Fig. 1: run 1, metal 1
(6 px per micron)
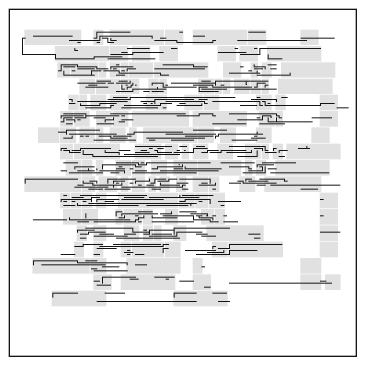
Fig. 2: run 1, met2 routing
(8 px per micron)
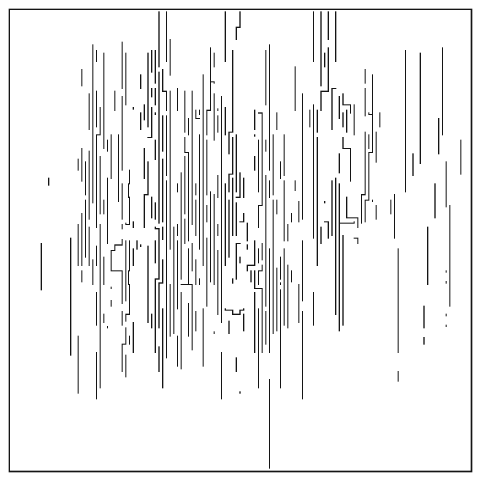
Fig. 3: run 1, the metal 3 layer
(4 px per micron)
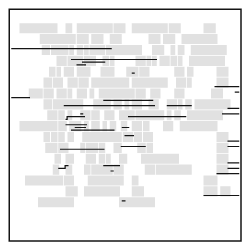
## config.mk

```make
export PLATFORM = sky130hd
export DESIGN_NAME = init_flat
export DESIGN_NICKNAME = d
export VERILOG_FILES = /design/src/rtl/arc4_pkg.sv /design/src/rtl/init_if.sv /design/src/rtl/init.sv /design/src/flat_wrapper.sv
export SDC_FILE = /design/constraint.sdc
export NUM_CORES = 1
export LEC_CHECK = 0
export CAP_MARGIN = 15
export CORE_MARGIN = 2
export CORE_UTILIZATION = 42
export CTS_BUF_LIST = sky130_fd_sc_hd__clkbuf_2 sky130_fd_sc_hd__clkbuf_4 sky130_fd_sc_hd__clkbuf_8
export CTS_CLUSTER_DIAMETER = 200
export DETAILED_ROUTE_END_ITERATION = 6
export GPL_ROUTABILITY_DRIVEN = 0
export HOLD_SLACK_MARGIN = 0.03
export PLACE_DENSITY = 0.71
export SETUP_SLACK_MARGIN = 0.4
export SYNTH_ARGS = -nofsm -noshare
export SYNTH_HDL_FRONTEND = slang
export SYNTH_SLANG_ARGS = --single-unit
```

## constraint.sdc

```tcl
create_clock -name clk -period 2 [get_ports clk]
set_input_delay 0.4 -clock clk [delete_from_list [all_inputs] [get_ports clk]]
set_output_delay 0.4 -clock clk [all_outputs]
set_load 0.02 [all_outputs]
```

## src/rtl/arc4_pkg.sv

```systemverilog
// Shared ARC4 definitions: state-array depth and the
// init/ksa/prga sequencing states.
package arc4_pkg;

  localparam int S_DEPTH = 256;

  typedef enum logic [1:0] {
    IDLE,
    WRITE,
    DONE
  } arc4_state_t;

endpackage

```

## src/rtl/init_if.sv

```systemverilog
// init request handshake (en/rdy) plus the S-memory write port.
// slave: init block side; master: controller/memory side.
interface init_if;

  logic       en;
  logic       rdy;
  logic [7:0] addr;
  logic [7:0] wrdata;
  logic       wren;

  modport slave (
    input  en,
    output rdy,
    output addr,
    output wrdata,
    output wren
  );

  modport master (
    output en,
    input  rdy,
    input  addr,
    input  wrdata,
    input  wren
  );

endinterface

```

## src/rtl/init.sv

```systemverilog
// Fills S[k]=k, k=0..255, one write per clock after an accepted en.
// Ports: clk, rst_n (async low), bus (en/rdy, addr/wrdata/wren).
module init
  import arc4_pkg::*;
(
  input  logic   clk,
  input  logic   rst_n,
  init_if.slave  bus
);

  arc4_state_t state, state_n;

  // 9 bits so the count can reach 256 without wrapping.
  logic [8:0] i, i_n;
  logic [7:0] addr_q, addr_n;
  logic [7:0] wrdata_q, wrdata_n;
  logic       wren_q, wren_n;
  logic       rdy_q, rdy_n;

  localparam logic [8:0] LAST = 9'(S_DEPTH);

  always_comb begin
    state_n  = state;
    i_n      = i;
    addr_n   = addr_q;
    wrdata_n = wrdata_q;
    wren_n   = wren_q;
    rdy_n    = rdy_q;
    unique case (state)
      IDLE: begin
        rdy_n  = 1'b1;
        wren_n = 1'b0;
        if (bus.en) begin
          state_n  = WRITE;
          addr_n   = 8'd0;
          wrdata_n = 8'd0;
          wren_n   = 1'b1;
          i_n      = 9'd1;
          rdy_n    = 1'b0;
        end
      end
      WRITE: begin
        rdy_n = 1'b0;
        if (i == LAST) begin
          wren_n  = 1'b0;
          state_n = DONE;
        end else begin
          addr_n   = i[7:0];
          wrdata_n = i[7:0];
          wren_n   = 1'b1;
          i_n      = i + 9'd1;
        end
      end
      DONE: begin
        wren_n  = 1'b0;
        rdy_n   = 1'b1;
        i_n     = 9'd0;
        state_n = IDLE;
      end
      default: begin
        state_n = IDLE;
        rdy_n   = 1'b1;
        wren_n  = 1'b0;
        i_n     = 9'd0;
      end
    endcase
  end

  always_ff @(posedge clk or negedge rst_n) begin
    if (!rst_n) begin
      state    <= IDLE;
      i        <= 9'd0;
      addr_q   <= 8'd0;
      wrdata_q <= 8'd0;
      wren_q   <= 1'b0;
      rdy_q    <= 1'b1;
    end else begin
      state    <= state_n;
      i        <= i_n;
      addr_q   <= addr_n;
      wrdata_q <= wrdata_n;
      wren_q   <= wren_n;
      rdy_q    <= rdy_n;
    end
  end

  assign bus.rdy    = rdy_q;
  assign bus.addr   = addr_q;
  assign bus.wrdata = wrdata_q;
  assign bus.wren   = wren_q;

endmodule

```

## src/flat_wrapper.sv

```systemverilog
// flat-port wrapper written by rule: the top's interface ports become plain ports
module init_flat import arc4_pkg::*;
  (clk, rst_n, bus_en, bus_rdy, bus_addr, bus_wrdata, bus_wren);
  init_if bus_i ();
  input  logic clk;
  input  logic rst_n;
  input wire logic [$bits(bus_i.en)-1:0] bus_en;
  output wire logic [$bits(bus_i.rdy)-1:0] bus_rdy;
  output wire logic [$bits(bus_i.addr)-1:0] bus_addr;
  output wire logic [$bits(bus_i.wrdata)-1:0] bus_wrdata;
  output wire logic [$bits(bus_i.wren)-1:0] bus_wren;
  assign bus_i.en = bus_en;
  assign bus_rdy = bus_i.rdy;
  assign bus_addr = bus_i.addr;
  assign bus_wrdata = bus_i.wrdata;
  assign bus_wren = bus_i.wren;
  init u_core (.clk(clk), .rst_n(rst_n), .bus(bus_i));
endmodule
```

==> run notes, run 1 <==
The flow run is done. Via count normalized by instance count landed at 6.29. Sum of internal, switching and leakage power landed at 1.91 mW. Wire length of the first global-routing pass landed at 4970 microns. Per the placement report, the placed cell count is 166. The slowest stage of the critical path belongs to the cell or4_4.

In this run the clock root is driven by a clkbuf_4. Power attributed to sequential cells landed at 0.748 mW. No sink is reached through more buffers than the 2 on the longest clock path.

Number of filler instances in the final layout landed at 253. Clock network area share landed at 1.83%. Synthesis handed over a netlist of 127 instances. By area, the class that comes first in the final layout consists of logic gates. Number of flip-flops under the largest register name landed at 9.

From synthesis to final layout, the design area changed by 24.6%. Number of synthesized flops with an enable pin landed at 0. Looking at area per cell type in the netlist, the leader is dfrtp_1.

Looking at the cell usage after synthesis, the top flip-flop cell is dfrtp_1. Flip-flop and latch count landed at 21. According to the timing report, the critical path is launched from u_core.i[5]$_DFFE_PN0P_. Gates resized during post-CTS repair numbered 24. Transition time at the pin with the least slew margin landed at 0.382 ns. The most critical setup path has its endpoint at u_core.i[8]$_DFFE_PN0P_.

Tapcell count landed at 31. Quantity of I/O buffers inserted on ports landed at 20. Fraction of registers with async set/reset landed at 100%. By area the synthesized netlist is led by dfrtp_1, buf_4, o21ai_0.

The net count after synthesis is 132. The flow reports that the clock network draws 12.0% of the design power. The number of global-route vias before repair was 1020. Part of the Yosys area used for sequential elements landed at 43.7%.

The routed wirelength on the met1 layer is recorded as 1360 microns. The final timing report gives a worst setup slack of 0.434 ns. The flow ran to the end, and the final reports show no timing, DRC or antenna violations.

In this build the clock could be raised as far as 638 MHz. The critical path maximum fanout is 5.
-- Fig. 1 (at the start) --
longest straight run = 17.9 microns
share of all routed wire = 43%
nets with wire on the layer = 133
total wire length: 3150 microns
met1 usage in global routing: 26.3%

-- Fig. 2 (at the start) --
longest straight run = 28.2 microns
nets with wire on the layer = 137
share of all routed wire = 47%
number of vias in the routed layout: 1120
GR Layer Usage met2: 29.2%

-- Fig. 3 (at the start) --
nets with wire on the layer = 26
share of all routed wire = 6.5%
main direction = horizontal
wire length on this layer = 203 microns
met3 track demand over resource: 6.35%

==> inputs of run 2 (changes only) <==
==> constraint.sdc (replaced) <==
create_clock -name clk -period 1.52 [get_ports clk]
set_input_delay 0.304 -clock clk [delete_from_list [all_inputs] [get_ports clk]]
set_output_delay 0.304 -clock clk [all_outputs]
set_load 0.02 [all_outputs]
==> run notes, run 2 <==
The flow run is done. Worst hold slack landed at 0.314 ns. The critical path maximum fanout is 5. For reference, the placement row count at floorplan is 19. For the worst reg-to-reg path, the endpoint reported by OpenROAD is u_core.bus.addr[0]$_DFFE_PN0P_. A synthesized cell averages 9.50 sq um. Smallest setup slack after layout landed at -0.0118 ns. The flow ran to the end, but the final reports show violations. Number of combinational gates with multiple inputs landed at 82.

Setup violations remaining at the end of the flow were counted as 2. The global routing stage identified its most utilized layer as met2. Setup slack at placement landed at 0.00480 ns. Count of cells resized by post-cts repair landed at 109.

After detailed routing, the met2 layer carries 2030 microns of wire. Once placement completed, the tool counted placed cells totaling 182. The design draws 3.23 mW.

Looking at the critical path, the single cell with the biggest stage delay is dfrtp_2. By area, the class that comes first in the final layout consists of logic gates. Summing the areas of all compound-gate instances in the mapped netlist gives 21.4% of the synthesized area.

The count of cells in the finished layout, fillers not included, comes to 209. Number of standard cells after synthesis landed at 127. The initial antenna violation count came to 0. The checks that failed: negative setup slack. Per STA, the endpoint of the critical path is u_core.bus.addr[0]$_DFFE_PN0P_. After synthesis, the largest family of logic cells by area is AND-OR/OR-AND gates. The region available for standard cell placement spans 0.00273 sq mm. Per the final report, the share of cell area in clock cells is 1.44%. The script reports the combined buffer and inverter count of the critical path as 2. The register with the most flip-flops in the layout has 9 of them.

Tapcell count landed at 31. For reference, the top cells by area after synthesis are dfrtp_1, buf_4, o21ai_0. The highest layer touched by signal routing is met4. Routed metal-1 wire length landed at 1660 microns. Transition time at the pin with the least slew margin landed at 0.293 ns. The die covers 0.00332 sq mm. Routing usage on met2 landed at 40.7%. Tool warning count landed at 30.

Looking at the power breakdown, the clock network takes 9.0% of the total. Via count normalized by instance count landed at 5.93. Global routing used 29.6% of the available met1 tracks.

The cell sequence reported for the critical path is buf_4 > nor4_4 > buf_6 > nand2_8 > a221o_1. Relative to the synthesized area, the layout overhead comes to 58.8%. The number of setup buffers added after CTS is 18. Timing would allow up to 653 MHz.

By startpoint and endpoint, the worst setup path is classified as flop to flop. The most used flip-flop cell after synthesis is dfrtp_1. The first global-routing pass estimated 5980 microns of wire. Across all register-to-register paths, the minimum setup slack is -0.01 ns. Number of filler instances in the final layout landed at 191. Flip-flop and latch count landed at 21.

Average wire length per cell after detail routing landed at 19.0 microns. Area fraction of the dominant cell type after synthesis landed at 41.5%. For this design, the CTS-stage hold fixing added 0 buffers. Counting instances in the post-synthesis netlist gives the leading cell types as dfrtp_1, nand2_1, buf_4, o21ai_0, nand3_1. For this run, the register share of the synthesized area comes to 43.7%. Yosys reported a register bit count of 21. Tracing the worst setup path back leads to its startpoint at u_core.i[5]$_DFFE_PN0P_.

Yosys mapped a number of flops with a built-in enable equal to 0. During I/O placement, the number of pins put on the boundary was 21. CTS built an H-tree with a depth of 1. Input and output buffers added on the ports amount to 20.

Summed over all nets, wire length on met3 after detailed routing comes to 206 microns. The final layout report lists a non-clock inverter count of 6. On the final layout, the worst clock skew is 0.0152 ns. STA classifies the critical path endpoint as a flop. According to the floorplan report, the die width is 57.6 microns. The cell type that accounts for the most area after synthesis is dfrtp_1. The final report gives the standard cell area, fillers excluded, as 0.00192 sq mm. Share of final-layout standard cells stronger than drive strength 1 landed at 56.7%. In this run the deepest clock path goes through 2 buffers.

The tree is rooted in a clkbuf_4. Largest incremental delay on the critical path landed at 0.46 ns. The flow reports power dissipated in the clock network as 0.291 mW. In the final layout, non-clock buffers account for 31.6% of the cell area. The synthesized netlist devotes 0.726% of its cell area to XOR and XNOR gates. Cell total in the yosys stat output landed at 127. For this run the top cell type by instance count after synthesis was dfrtp_1. The number of global-route vias before repair was 1192. Number of nets at floorplan landed at 132. STA classifies the critical path startpoint as a flop.

After layout, the minimum clock period comes to 1.53 ns. Fraction of registers with async set/reset landed at 100%. Final count of pins violating max slew landed at 0.

Switching part of the total power landed at 40.4%. Power density relative to cell area landed at 1690 mW/mm^2. Power attributed to sequential cells landed at 0.964 mW. For the final routed database, the setup TNS stands at -0.0170 ns. Yosys printed 0 warnings.
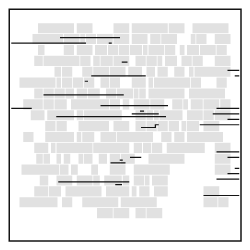
Fig. 4. The metal 3 layer (run 2).
(4 px per micron)
share of all routed wire = 5.2%
longest straight run = 27.1 microns
main direction = horizontal
nets with wire on the layer = 26
wire length on this layer = 207 microns
met3 track demand over resource: 4.08%
total wire length: 3970 microns
number of vias in the routed layout: 1240

==> inputs of run 3 (changes only) <==
--- a/config.mk
+++ b/config.mk
@@ -6,9 +6,9 @@
 export NUM_CORES = 1
 export LEC_CHECK = 0
 export CAP_MARGIN = 15
+export CORE_ASPECT_RATIO = 1.25
 export CORE_MARGIN = 2
 export CORE_UTILIZATION = 42
-export CTS_BUF_LIST = sky130_fd_sc_hd__clkbuf_2 sky130_fd_sc_hd__clkbuf_4 sky130_fd_sc_hd__clkbuf_8
 export CTS_CLUSTER_DIAMETER = 200
 export DETAILED_ROUTE_END_ITERATION = 6
 export GPL_ROUTABILITY_DRIVEN = 0
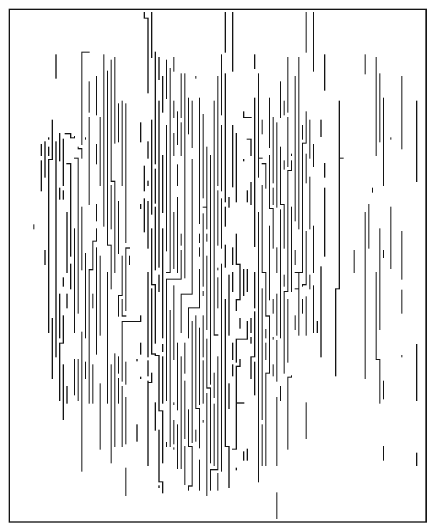
Fig. 5. Met2 routing (run 3).
(8 px per micron)
main direction = vertical
wire length on this layer = 2150 microns
total wire length: 4050 microns
number of vias in the routed layout: 1288

==> run notes, run 3 <==
The flow run is done. The worst setup path is captured at a flop. Smallest setup slack after layout landed at 0.00104 ns. The final layout reports a setup TNS of 0 ns. The worst register-to-register path ends at u_core.i[0]$_DFFE_PN0P_. A synthesized cell averages 9.50 sq um.

The register with the most flip-flops in the layout has 9 of them. Looking at the clock tree report, the H-tree level count equals 1. The transition time recorded at the tightest slew-check pin is 0.273 ns. The first global-routing pass estimated 6320 microns of wire. Setup slack on the worst path after placement came out at -0.00649 ns. Per the final report, max-transition violations number 0. Measured on the final layout, buffering overhead outside the clock network stands at 31.6%.

Quantity of I/O buffers inserted on ports landed at 20. In the synthesized netlist, the dominant kind of combinational cell is AND-OR/OR-AND gates. Sum of internal, switching and leakage power landed at 3.14 mW. In the global route stage, met1 resource usage came out at 30.1%. Area fraction of the dominant cell type after synthesis landed at 41.5%. Final instance count without filler cells landed at 213.

The finished cells cover 0.00198 sq mm. Number of standard cells after synthesis landed at 127. The initial antenna violation count came to 0. The tightest hold path in the finished design has a slack of 0.315 ns. Post-CTS setup buffer count landed at 17. For reference, the placement row count at floorplan is 21.

The run finished with clean final reports. Per the STA report, the cell with the highest stage delay on the worst path is dfrtp_1. Area added between synthesis and finish landed at 64.2%. The synthesized design spends more area on one cell type than any other, namely dfrtp_1.

met2 track demand over resource after global routing is 41.6%. For this run, the detailed router reports a per-instance via density of 6.05. Number of inverters outside the clock class in the layout landed at 6. For this design the top-level I/O count stands at 21. Average wire length per cell after detail routing landed at 19.0 microns.

The number of buffers and inverters on the critical path is 2. After layout, the minimum clock period comes to 1.52 ns. The worst setup path is launched from a flop.

Wire segments on met3 add up to 180 microns in the final route. The filler cells instantiated in the layout total 186.

==> notes/layouts.md <==
Pictures saved along the way, in no particular order.

Track usage over the die.
image #1
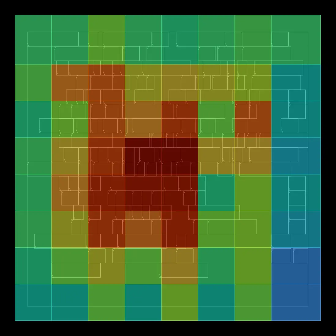
image #2
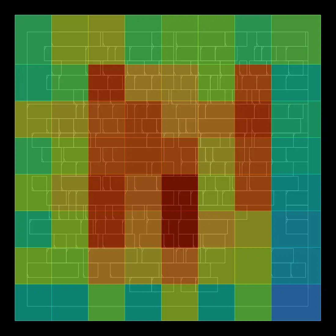
image #3
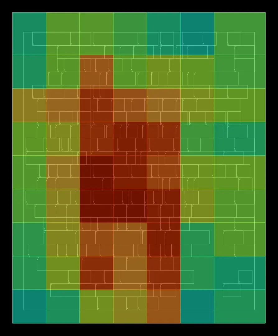
Run 3 is image #3.
Run 2 is image #2.
Run 1 is image #1.
- lowest track usage: image #1
- lowest utilization: image #1

Power and IR drop assume default switching activity.
